--- src/rtl/ucsbece154a_lsu.sv ---
// ucsbece154a_lsu: load/store unit driving a word-only single-port data memory; optional counters via LSU_PERF_EN
module ucsbece154a_lsu #(
    parameter int ADDR_W = 32,
    parameter int PERF_W = 16
) (
    input  logic              clk,
    input  logic              rst_ni,
    input  logic              req_i,
    input  logic              we_i,
    input  logic [2:0]        funct3_i,
    input  logic [ADDR_W-1:0] addr_i,
    input  logic [31:0]       wdata_i,
    output logic              ready_o,
    output logic              valid_o,
    output logic [31:0]       rdata_o,
    output logic              err_o,
    output logic              mem_we_o,
    output logic [ADDR_W-1:0] mem_a_o,
    output logic [31:0]       mem_wd_o,
    input  logic [31:0]       mem_rd_i
`ifdef LSU_PERF_EN
    ,
    output logic [PERF_W-1:0] ld_cnt_o,
    output logic [PERF_W-1:0] st_cnt_o,
    output logic [PERF_W-1:0] err_cnt_o
`endif
);
    typedef enum logic [1:0] {IDLE, ACCESS, WRITE, DONE} state_e;
    state_e state_q, state_d;
    logic we_q, we_d, err_q, err_d;
    logic [2:0] f3_q, f3_d;
    logic [ADDR_W-1:0] addr_q, addr_d;
    logic [31:0] wdata_q, wdata_d, rdata_q, rdata_d, merge_q, merge_d;
    logic bad_cmd;
    logic [7:0] ld_b;
    logic [15:0] ld_h;
    logic [31:0] ld_val, merge;
    assign bad_cmd = (funct3_i == 3'b011) | (funct3_i[2] & funct3_i[1]) | (we_i & funct3_i[2])
                   | ((funct3_i[1:0] == 2'b01) & addr_i[0])
                   | ((funct3_i[1:0] == 2'b10) & (|addr_i[1:0]));
    assign ld_b = mem_rd_i[{addr_q[1:0], 3'b000} +: 8];
    assign ld_h = addr_q[1] ? mem_rd_i[31:16] : mem_rd_i[15:0];
    assign ld_val = (f3_q[1:0] == 2'b00) ? {{24{ld_b[7] & ~f3_q[2]}}, ld_b} :
                    (f3_q[1:0] == 2'b01) ? {{16{ld_h[15] & ~f3_q[2]}}, ld_h} : mem_rd_i;
    assign ready_o  = state_q == IDLE;
    assign valid_o  = state_q == DONE;
    assign rdata_o  = rdata_q;
    assign err_o    = err_q;
    assign mem_a_o  = {addr_q[ADDR_W-1:2], 2'b00};
    assign mem_wd_o = (state_q == WRITE) ? merge_q : wdata_q;
    assign mem_we_o = rst_ni & ((state_q == WRITE) | ((state_q == ACCESS) & we_q & f3_q[1]));
    // Read word with the store lane replaced for SB/SH read-modify-write
    always_comb begin
        merge = mem_rd_i;
        if (f3_q[0]) merge[{addr_q[1], 4'b0000} +: 16] = wdata_q[15:0];
        else merge[{addr_q[1:0], 3'b000} +: 8] = wdata_q[7:0];
    end
    // Command sequencing: accept/validate, memory access, optional merge write, completion
    always_comb begin
        state_d = state_q;
        we_d    = we_q;
        f3_d    = f3_q;
        addr_d  = addr_q;
        wdata_d = wdata_q;
        err_d   = err_q;
        rdata_d = rdata_q;
        merge_d = merge_q;
        case (state_q)
            IDLE: if (req_i) begin
                we_d    = we_i;
                f3_d    = funct3_i;
                addr_d  = addr_i;
                wdata_d = wdata_i;
                err_d   = bad_cmd;
                rdata_d = bad_cmd ? 32'h0 : rdata_q;
                state_d = bad_cmd ? DONE : ACCESS;
            end
            ACCESS: begin
                rdata_d = we_q ? rdata_q : ld_val;
                merge_d = merge;
                state_d = (we_q & ~f3_q[1]) ? WRITE : DONE;
            end
            WRITE: state_d = DONE;
            default: state_d = IDLE;
        endcase
    end
    // State and command registers with synchronous active-low reset
    always_ff @(posedge clk) begin
        if (!rst_ni) begin
            state_q <= IDLE;
            we_q    <= 1'b0;
            f3_q    <= 3'b0;
            addr_q  <= '0;
            wdata_q <= 32'h0;
            err_q   <= 1'b0;
            rdata_q <= 32'h0;
            merge_q <= 32'h0;
        end else begin
            state_q <= state_d;
            we_q    <= we_d;
            f3_q    <= f3_d;
            addr_q  <= addr_d;
            wdata_q <= wdata_d;
            err_q   <= err_d;
            rdata_q <= rdata_d;
            merge_q <= merge_d;
        end
    end
`ifdef LSU_PERF_EN
    logic [PERF_W-1:0] ld_cnt_q, ld_cnt_d, st_cnt_q, st_cnt_d, err_cnt_q, err_cnt_d;
    assign ld_cnt_o  = ld_cnt_q;
    assign st_cnt_o  = st_cnt_q;
    assign err_cnt_o = err_cnt_q;
    // Saturating completion counters, bumped while in DONE
    always_comb begin
        ld_cnt_d  = (valid_o & ~err_q & ~we_q & ~&ld_cnt_q) ? ld_cnt_q + PERF_W'(1) : ld_cnt_q;
        st_cnt_d  = (valid_o & ~err_q & we_q & ~&st_cnt_q) ? st_cnt_q + PERF_W'(1) : st_cnt_q;
        err_cnt_d = (valid_o & err_q & ~&err_cnt_q) ? err_cnt_q + PERF_W'(1) : err_cnt_q;
    end
    // Counter registers
    always_ff @(posedge clk) begin
        if (!rst_ni) begin
            ld_cnt_q  <= '0;
            st_cnt_q  <= '0;
            err_cnt_q <= '0;
        end else begin
            ld_cnt_q  <= ld_cnt_d;
            st_cnt_q  <= st_cnt_d;
            err_cnt_q <= err_cnt_d;
        end
    end
`endif
endmodule

--- config.mk ---
export PLATFORM = sky130hd
export DESIGN_NAME = ucsbece154a_lsu
export DESIGN_NICKNAME = d
export VERILOG_FILES = /design/src/rtl/ucsbece154a_lsu.sv
export SDC_FILE = /design/constraint.sdc
export NUM_CORES = 1
export LEC_CHECK = 0
export ABC_AREA = 1
export CAP_MARGIN = 25
export CORE_MARGIN = 2
export CORE_UTILIZATION = 36
export DETAILED_ROUTE_END_ITERATION = 8
export PLACE_DENSITY_LB_ADDON = 0.08
export RECOVER_POWER = 50
export REMOVE_ABC_BUFFERS = 1
export SLEW_MARGIN = 20
export SYNTH_ARGS = -nofsm -noshare
export SYNTH_HDL_FRONTEND = slang
export SYNTH_SLANG_ARGS = --single-unit
--- constraint.sdc ---
create_clock -name clk -period 3.3 [get_ports clk]
set_input_delay 0.495 -clock clk [delete_from_list [all_inputs] [get_ports clk]]
set_output_delay 0.495 -clock clk [all_outputs]
set_load 0.02 [all_outputs]
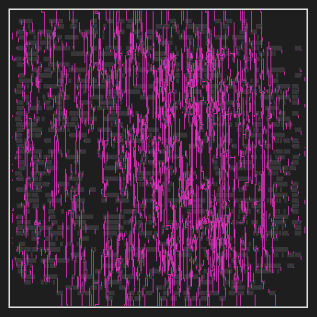
**Above:** run 1 (M2 wires).
(2 px per µm)
nets with wire on the layer: 971
main direction: vertical
longest straight run: 84.8 µm
share of all routed wire: 42%
global routing usage on met2: 32.4%
total wire length after detailed routing: 23400 µm
total via count in the routed design: 7625

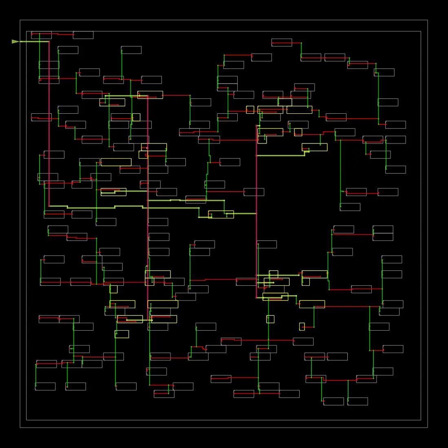
**Above:** run 1 (the clock network).
total CTS buffers: 17
Max Clock Skew: 7.99 ps
number of sequential storage elements: 135
power dissipated in the clock network: 1.95 mW
latest clock arrival within the worst-skew pair: 430 ps

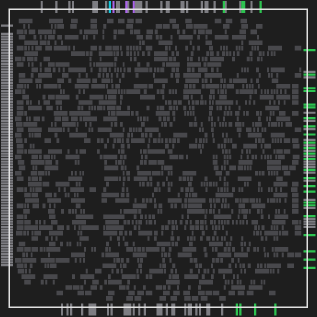
**Above:** run 1 (ports around the boundary).
(2 px per µm) Pins as bars across the die edge, other pins in grey.
| port | colour | pins | direction | edge |
|---|---|---|---|---|
| valid_o | cyan | 1 | output | north |
| funct3_i | purple | 3 | input | north |
| rdata_o | green | 32 | output | 24 east, 4 south, 4 north |
Die Y-Extent: 148 µm
Port-buffer cells: 200
horizontal extent of the die: 148 µm

==> Flow_metrics.wiki, run 1 <==
== Flow metrics ==
{| class="wikitable"
! Metric !! Value
|-
| Post-DR wirelength/cell || 14.8 µm
|-
| Top cells by count, synth || sky130_fd_sc_hd__nand2_1 (286), sky130_fd_sc_hd__o21ai_0 (166), sky130_fd_sc_hd__nor2_1 (155)
|-
| Unique cell type count in the Yosys netlist || 28
|-
| Deepest level of the CTS H-tree || 4
|-
| Area reported by Yosys stat || 7490 µm²
|-
| Worst Setup End Kind || output pin
|-
| RSZ-0062 raised after global routing || no
|-
| Register-to-register path setup slack || 630 ps
|-
| DPL Wire Length || 15700 µm
|-
| Relative slew slack || -5.59%
|-
| Core Rows || 52
|-
| Max-slew violation count || 90
|-
| Ys async rst share || 0%
|-
| Arrival time of the worst setup path || 2420 ps
|-
| CTS tree || built
|-
| Count of instances resized after the clock tree is built || 0
|-
| Share of final-layout standard cells stronger than drive strength 1 || 5.21%
|-
| Hold path startpoint || rst_ni
|-
| Leak pwr || 4.30 nW
|-
| Number of enable-type register cells in the synthesized netlist || 0
|-
| Critical path's largest stage delay || 680 ps
|-
| Vias in the first global route || 7348
|-
| Clock buffer depth || 2
|-
| Count of boundary I/O pins || 203
|-
| Multi-input combinational gate total || 823
|-
| Worst IR Drop VDD || 0.420 mV
|-
| Max-cap violations || 1
|-
| Cells in synth_stat.txt || 1175
|-
| Reg2reg end || wdata_q[14]$_SDFFE_PN0P_
|-
| Status || finished with violations
|-
| Vias per cell || 4.84
|-
| Failing checks || capacitance limit, slew limit
|-
| Power Density || 880 nW/µm²
|-
| Fraction of area in multi-input gates || 38.1%
|-
| Avg Synthesized Cell Area || 6.38 µm²
|-
| Clock root buffer master || sky130_fd_sc_hd__clkbuf_16
|-
| Number of well taps || 270
|-
| Cell family contributing the most delay on the critical path || buffers and inverters
|-
| CP Class || reg -> out
|-
| Hold/Removal Path Class || in -> reg
|-
| Worst-margin pin slew || 1580 ps
|-
| Number of design rule violations left after detail routing || 0
|-
| Buf/Inv on CP || 3
|-
| Floorplan utilization || 36.9%
|-
| Count of buffers not belonging to the clock network in the layout || 214
|}
[run 1: stage by stage]
| step | area (µm²) | utilization [%] |
|---|---|---|
| after CTS | 9930 | 48.9 |
| final | 9910 | 48.8 |
| after detailed placement | 9330 | 46.0 |
| after floorplan | 6850 | - |
| after global placement | 9330 | 46.0 |
| after global routing | 9910 | 48.8 |
[run 1: registers in the layout, summed over array words and instances, names as in the netlist]
name	count
merge_q	32
addr_q	32
state_q	2
err_o	1
rdata_o	32
we_q	1
wdata_q	32
f3_q	3
[run 1: power by group]
part | switching (mW) | internal [mW] | total [mW] | leakage, nW
sequential | 0.315 | 2.19 | 2.50 | 1.11
clock | 0.785 | 1.16 | 1.95 | 0.275
combinational | 2.66 | 1.61 | 4.27 | 2.91
total | 3.76 | 4.95 | 8.72 | 4.30
[run 1: placed cells by master, fill, tap and decap left out, types with 32 or more instances in the layout]
cell type                         instances
sky130_fd_sc_hd__nand2_1                285
sky130_fd_sc_hd__o21ai_0                166
sky130_fd_sc_hd__nor2_1                 155
sky130_fd_sc_hd__clkdlybuf4s50_1        153
sky130_fd_sc_hd__dfxtp_1                134
sky130_fd_sc_hd__inv_1                   94
sky130_fd_sc_hd__a21oi_1                 89
sky130_fd_sc_hd__dlygate4sd3_1           46
sky130_fd_sc_hd__nand3_1                 40
sky130_fd_sc_hd__o22ai_1                 32
[run 1: kinds of logic after synthesis]
kind of cell	count (synthesis)	synth area share (%)
compound gates	317	22.4
fa+ha+maj	9	1.50
buf+inv	218	13.7
flops	135	36.1
other cells	1	0.0500
simple gates	495	26.3
[run 1: routing by layer]
layer  global-route usage, %  part of all wire [%]  vias up
met5                       0                     0        -
met4                    6.43                   1.9        0
met3                    6.47                   8.0       32
met2                    32.4                    42      244
met1                    29.7                    48     3348
li1                        -                     -     4001
**Run 1: clock network drawn from the DEF**

(4 px per µm)
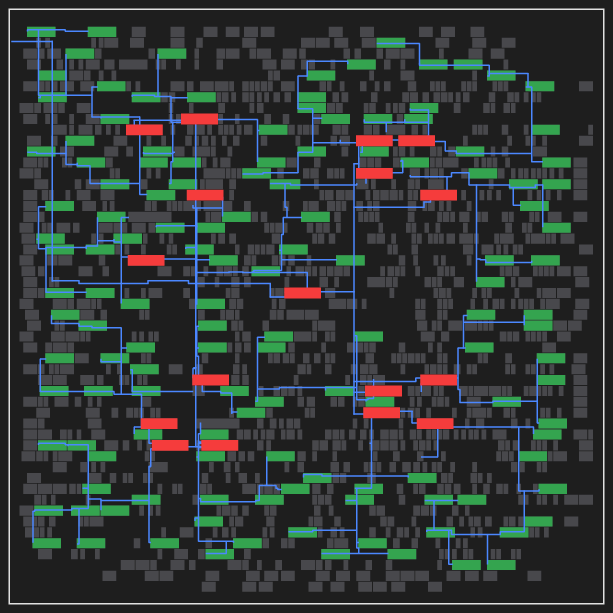

## Run 2: what changed since run 1
Settings changed: CTS_CLUSTER_SIZE set to 8, SLEW_MARGIN 20 to 10.
Clock period 3.3 ns to 3.33 ns, I/O delays scaled along.
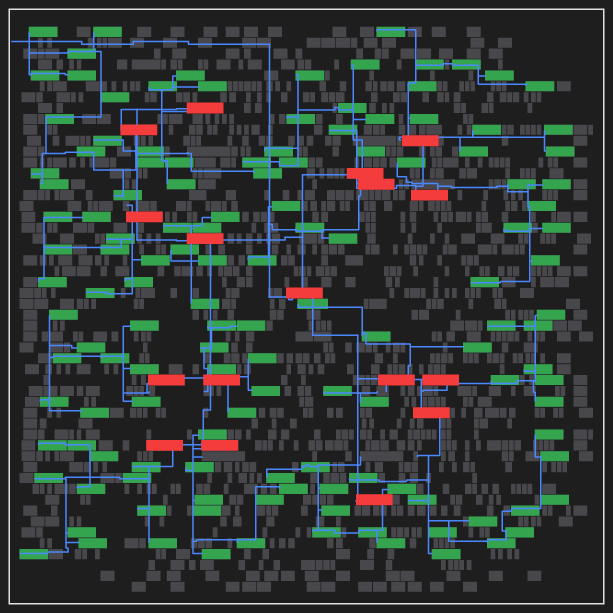
**Above:** run 2 (clock network drawn from the DEF).
(4 px per µm)
[cells driving clock nets] red | count: 17
[flip-flops] green | count: 135
[clock wires] blue | length: 2050 µm
flops lie: all over the die
routed clock nets: 18
share of total power in the clock network: 23.7%
latest clock arrival within the worst-skew pair: 420 ps
power dissipated in the clock network: 2.08 mW
Max Clock Skew: 8.07 ps

==> Flow_metrics.wiki, run 2 <==
== Flow metrics ==
{| class="wikitable"
! Metric !! Value
|-
| Status || completed
|-
| Avg Synthesized Cell Area || 6.38 µm² (unchanged)
|-
| Horizontal extent of the die || 148 µm (unchanged)
|-
| Hold/Removal Path Class || in -> reg
|-
| Number of design rule violations left after detail routing || 0 (unchanged)
|-
| Placement-stage cell area || 9320 µm² (-0.13%)
|-
| Total via count in the routed design || 7628 (+0.039%)
|-
| CTS tree || built
|-
| Count of boundary I/O pins || 203 (unchanged)
|-
| Relative contribution of combinational cells to total power || 47.9% (-1.1 points)
|-
| Arrival time of the worst setup path || 2410 ps (about the same)
|-
| Proportion of total power due to net switching || 42.2% (-0.95 points)
|-
| Max-slew violation count || 0 (-100%)
|-
| Switching component of the power || 3.70 mW (-1.7%)
|-
| Clock root buffer master || sky130_fd_sc_hd__clkbuf_16
|-
| Flip-flop and latch power || 2.49 mW (about the same)
|-
| Vias in the first global route || 7101 (-3.4%)
|-
| Max-cap violations || 0 (-1)
|-
| Unique cell type count in the Yosys netlist || 28 (unchanged)
|-
| Share of final-layout standard cells stronger than drive strength 1 || 4.75% (-0.46 points)
|-
| Final design utilization || 49.0% (+0.16 points)
|-
| Relative slew slack || 30.7% (+36 points)
|-
| Worst-margin pin slew || 1040 ps (-545 ps)
|-
| Post-DR wirelength/cell || 14.8 µm (+0.13%)
|-
| Top cells by count, synth || sky130_fd_sc_hd__nand2_1 (286), sky130_fd_sc_hd__o21ai_0 (166), sky130_fd_sc_hd__nor2_1 (155)
|-
| Total CTS buffers || 17 (unchanged)
|-
| Core Rows || 52 (unchanged)
|-
| Critical path's largest stage delay || 630 ps (-50 ps)
|-
| RSZ-0062 raised after global routing || no
|-
| Buf/Inv on CP || 3 (unchanged)
|-
| Group with the largest share of power || combinational cells
|}
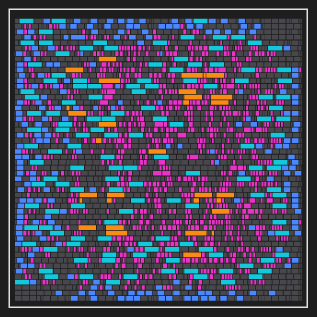
**Above:** run 2 (placement by cell class).
(2 px per µm) Fill, decap, tap and diode cells in grey.
| class | colour | cells | share of their area |
|---|---|---|---|
| all other logic | magenta | 925 | 43% |
| other buffers and delay cells | blue | 214 | 22% |
| clock drivers and dummy loads | orange | 31 | 6.6% |
| flip-flops | cyan | 135 | 28% |
area of all placed cells without fillers: 9940 µm²
share of cell area taken by flip-flops and latches: 27.2%

-- run 2: cell counts after synthesis --
No cell type changed its count.
-- run 2: per-stage QoR --
stage	total power, mW	hold slack [ps]	setup WS (ps)	TNS, ps
final	8.76	400	422	0
after global routing	9.45	404	221	0
after CTS	8.95	387	358	0
after detailed placement	6.84	471	829	0
after global placement	6.83	460	847	0
after floorplan	5.10	455	-9.94	-9.94
-- run 2: area by class of cell --
class / count / area [µm²]
Timing Repair Buffer: 214 / 2110
Sequential cell: 135 / 2700
Fill cell: 2138 / 10400
Clock inverter: 12 / 201
Inverter: 102 / 383
Multi-Input combinational cell: 823 / 3770
Clock buffer: 19 / 433
Tap cell: 270 / 338
-- run 2: final timing paths --
| check | end | slack, ps | from |
|---|---|---|---|
| worst max-delay path | mem_we_o | 420 | state_q[0]$_SDFFE_PN0P_ |
| worst min-delay path | state_q[1]$_SDFFE_PN0P_ | 400 | rst_ni |
| worst max register to register | addr_q[1]$_SDFFE_PN0P_ | 670 | state_q[0]$_SDFFE_PN0P_ |
| worst min register to register | rdata_o[9]$_SDFFE_PN0P_ | 470 | rdata_o[9]$_SDFFE_PN0P_ |
-- run 2: logic make-up (layout without fill, tap and decap cells) --
family / count (synthesis) / count (layout) / synth area share (%)
buffers and inverters: 218 / 347 / 13.7
other: 1 / 2 / 0.0500
adder cells (fa/ha/maj): 9 / 9 / 1.50
AND/OR/NAND/NOR: 495 / 495 / 26.3
AND-OR/OR-AND: 317 / 317 / 22.4
flip-flops: 135 / 135 / 36.1
-- run 2: metal layers --
metal  part of all wire, %  global-route usage [%]
met1                    48                    29.8
met3                   7.8                    6.50
met4                   1.4                    5.24
met5                     0                       0
met2                    43                    32.4
## Run 3: what changed since run 2
Settings changed: SKIP_CTS_REPAIR_TIMING set to 1.
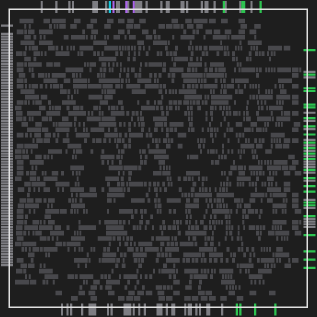
**Above:** run 3 (ports around the boundary).
(2 px per µm) Pins as bars across the die edge, other pins in grey.
| port | colour | pins | direction | edge |
|---|---|---|---|---|
| valid_o | cyan | 1 | output | north |
| funct3_i | purple | 3 | input | north |
| rdata_o | green | 32 | output | 24 east, 4 south, 4 north |
all pins by edge: 87 west, 44 east, 37 north, 35 south

==> Flow_metrics.wiki, run 3 <==
== Flow metrics ==
{| class="wikitable"
! Metric !! Value
|-
| Ys async rst share || 0%
|-
| Unique cell type count in the Yosys netlist || 28 (unchanged)
|-
| Upper clock frequency limit || 344 MHz
|-
| Proportion of total power due to net switching || 42.2% (unchanged)
|-
| Crit path cell chain || inv_1, ha_1, clkinv_1, a21oi_1, clkdlybuf4s50_1
|-
| Required time of the critical path || 2830 ps
|-
| Top cells by count, synth || sky130_fd_sc_hd__nand2_1 (286), sky130_fd_sc_hd__o21ai_0 (166), sky130_fd_sc_hd__nor2_1 (155)
|-
| Die Y-Extent || 148 µm
|-
| Avg Synthesized Cell Area || 6.38 µm² (unchanged)
|-
| Horizontal extent of the die || 148 µm (unchanged)
|-
| Final worst-path cycle share || 87.3%
|-
| Latest clock arrival within the worst-skew pair || 420 ps (about the same)
|-
| Count of boundary I/O pins || 203 (unchanged)
|-
| Hold/Removal Path Class || in -> reg
|-
| Max Clock Skew || 8.07 ps (unchanged)
|-
| Max-area cell share || 36.1%
|-
| Final hold viol count || 0
|-
| Critical path's largest stage delay || 630 ps (about the same)
|-
| Post-DR wirelength/cell || 14.8 µm (unchanged)
|-
| Max-slew violation count || 0 (unchanged)
|-
| Arrival time of the worst setup path || 2410 ps (about the same)
|-
| Clock transition at path regs || 60 ps
|-
| Switching component of the power || 3.70 mW (unchanged)
|-
| Worst-margin pin slew || 1040 ps (unchanged)
|-
| Maximum fanout encountered on the critical timing path || 18
|-
| Relative slew slack || 30.7% (unchanged)
|-
| Core Rows || 52 (unchanged)
|-
| Share of total power in the clock network || 23.7% (about the same)
|-
| CTS tree || built
|-
| Minimum setup slack after placement || 829 ps (unchanged)
|-
| Total CTS buffers || 17 (unchanged)
|-
| Total via count in the routed design || 7628 (unchanged)
|-
| Overall power || 8.76 mW (unchanged)
|-
| Buf/Inv on CP || 3 (unchanged)
|-
| Share of final-layout standard cells stronger than drive strength 1 || 4.75% (unchanged)
|-
| Status || completed
|-
| RSZ-0062 raised after global routing || no
|-
| Final design utilization || 49.0% (unchanged)
|-
| Clock root buffer master || sky130_fd_sc_hd__clkbuf_16
|-
| Worst setup slack after layout || 422 ps (unchanged)
|-
| Number of design rule violations left after detail routing || 0 (unchanged)
|-
| Most instantiated logic cell after routing || sky130_fd_sc_hd__nand2_1
|-
| Vias in the first global route || 7101 (unchanged)
|}
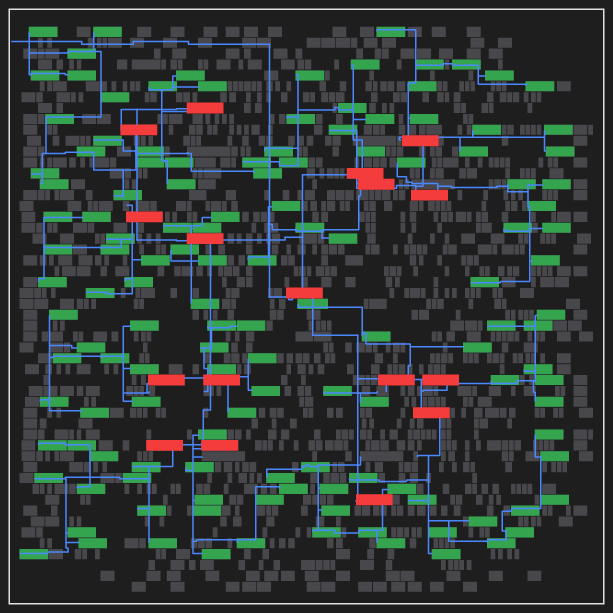
**Above:** run 3 (clock network drawn from the DEF).
(4 px per µm)
[clock wires] blue | length: 2050 µm
[flip-flops] green | count: 135
[cells driving clock nets] red | count: 17
flops lie: all over the die
routed clock nets: 18

[run 3: stage by stage]
stage,std cells,hold WS [ps],setup TNS (ps),area [µm²]
floorplan,1060,455,-9.94,6850
global placement,1544,460,0,9320
detailed placement,1544,471,0,9320
CTS,1575,387,0,9950
global route,1575,404,0,9940
finish,1575,400,0,9940
[run 3: power by group through the flow]
stage                     combinational, mW  sequential, mW  clock [mW]
final                                  4.20            2.49        2.08
after global routing                   4.70            2.57        2.18
after CTS                              4.33            2.51        2.11
after detailed placement               4.30            2.53           0
after global placement                 4.31            2.52           0
after floorplan                        2.26            2.84           0
[run 3: metal layers]
metal  routed length (µm)  vias to the layer above  track usage, %
li1                     -                     4006               -
met1                11300                     3357            29.8
met2                 9950                      236            32.4
met3                 1820                       29            6.50
met4                  337                        0            5.24
met5                    0                        -               0
[run 3: area by class of cell]
class	count	area (µm²)
fill	2138	10400
tap	270	338
sequential	135	2700
inverter	102	383
timing repair buffer	214	2110
clock buffer	19	433
clock inverter	12	201
multi-input combinational	823	3770
[run 3: cells by family after synthesis]
family / count (synthesis) / share of synthesized area [%]
AOI/OAI and AO/OA: 317 / 22.4
adders and majority gates: 9 / 1.50
buffers and inverters: 218 / 13.7
DFF: 135 / 36.1
other: 1 / 0.0500
and+or+nand+nor: 495 / 26.3
[run 3: worst paths after layout]
path                                           endpoint               startpoint  cells after the start  slack (ps)
worst max-delay path                           mem_we_o  state_q[0]$_SDFFE_PN0P_                      5         420
worst min-delay path            state_q[1]$_SDFFE_PN0P_                   rst_ni                      3         400
worst max register to register   addr_q[1]$_SDFFE_PN0P_  state_q[0]$_SDFFE_PN0P_                      6         670
worst min register to register  rdata_o[9]$_SDFFE_PN0P_  rdata_o[9]$_SDFFE_PN0P_                      2         470
Power figures rest on the tool's default switching activity, not on a simulated workload.
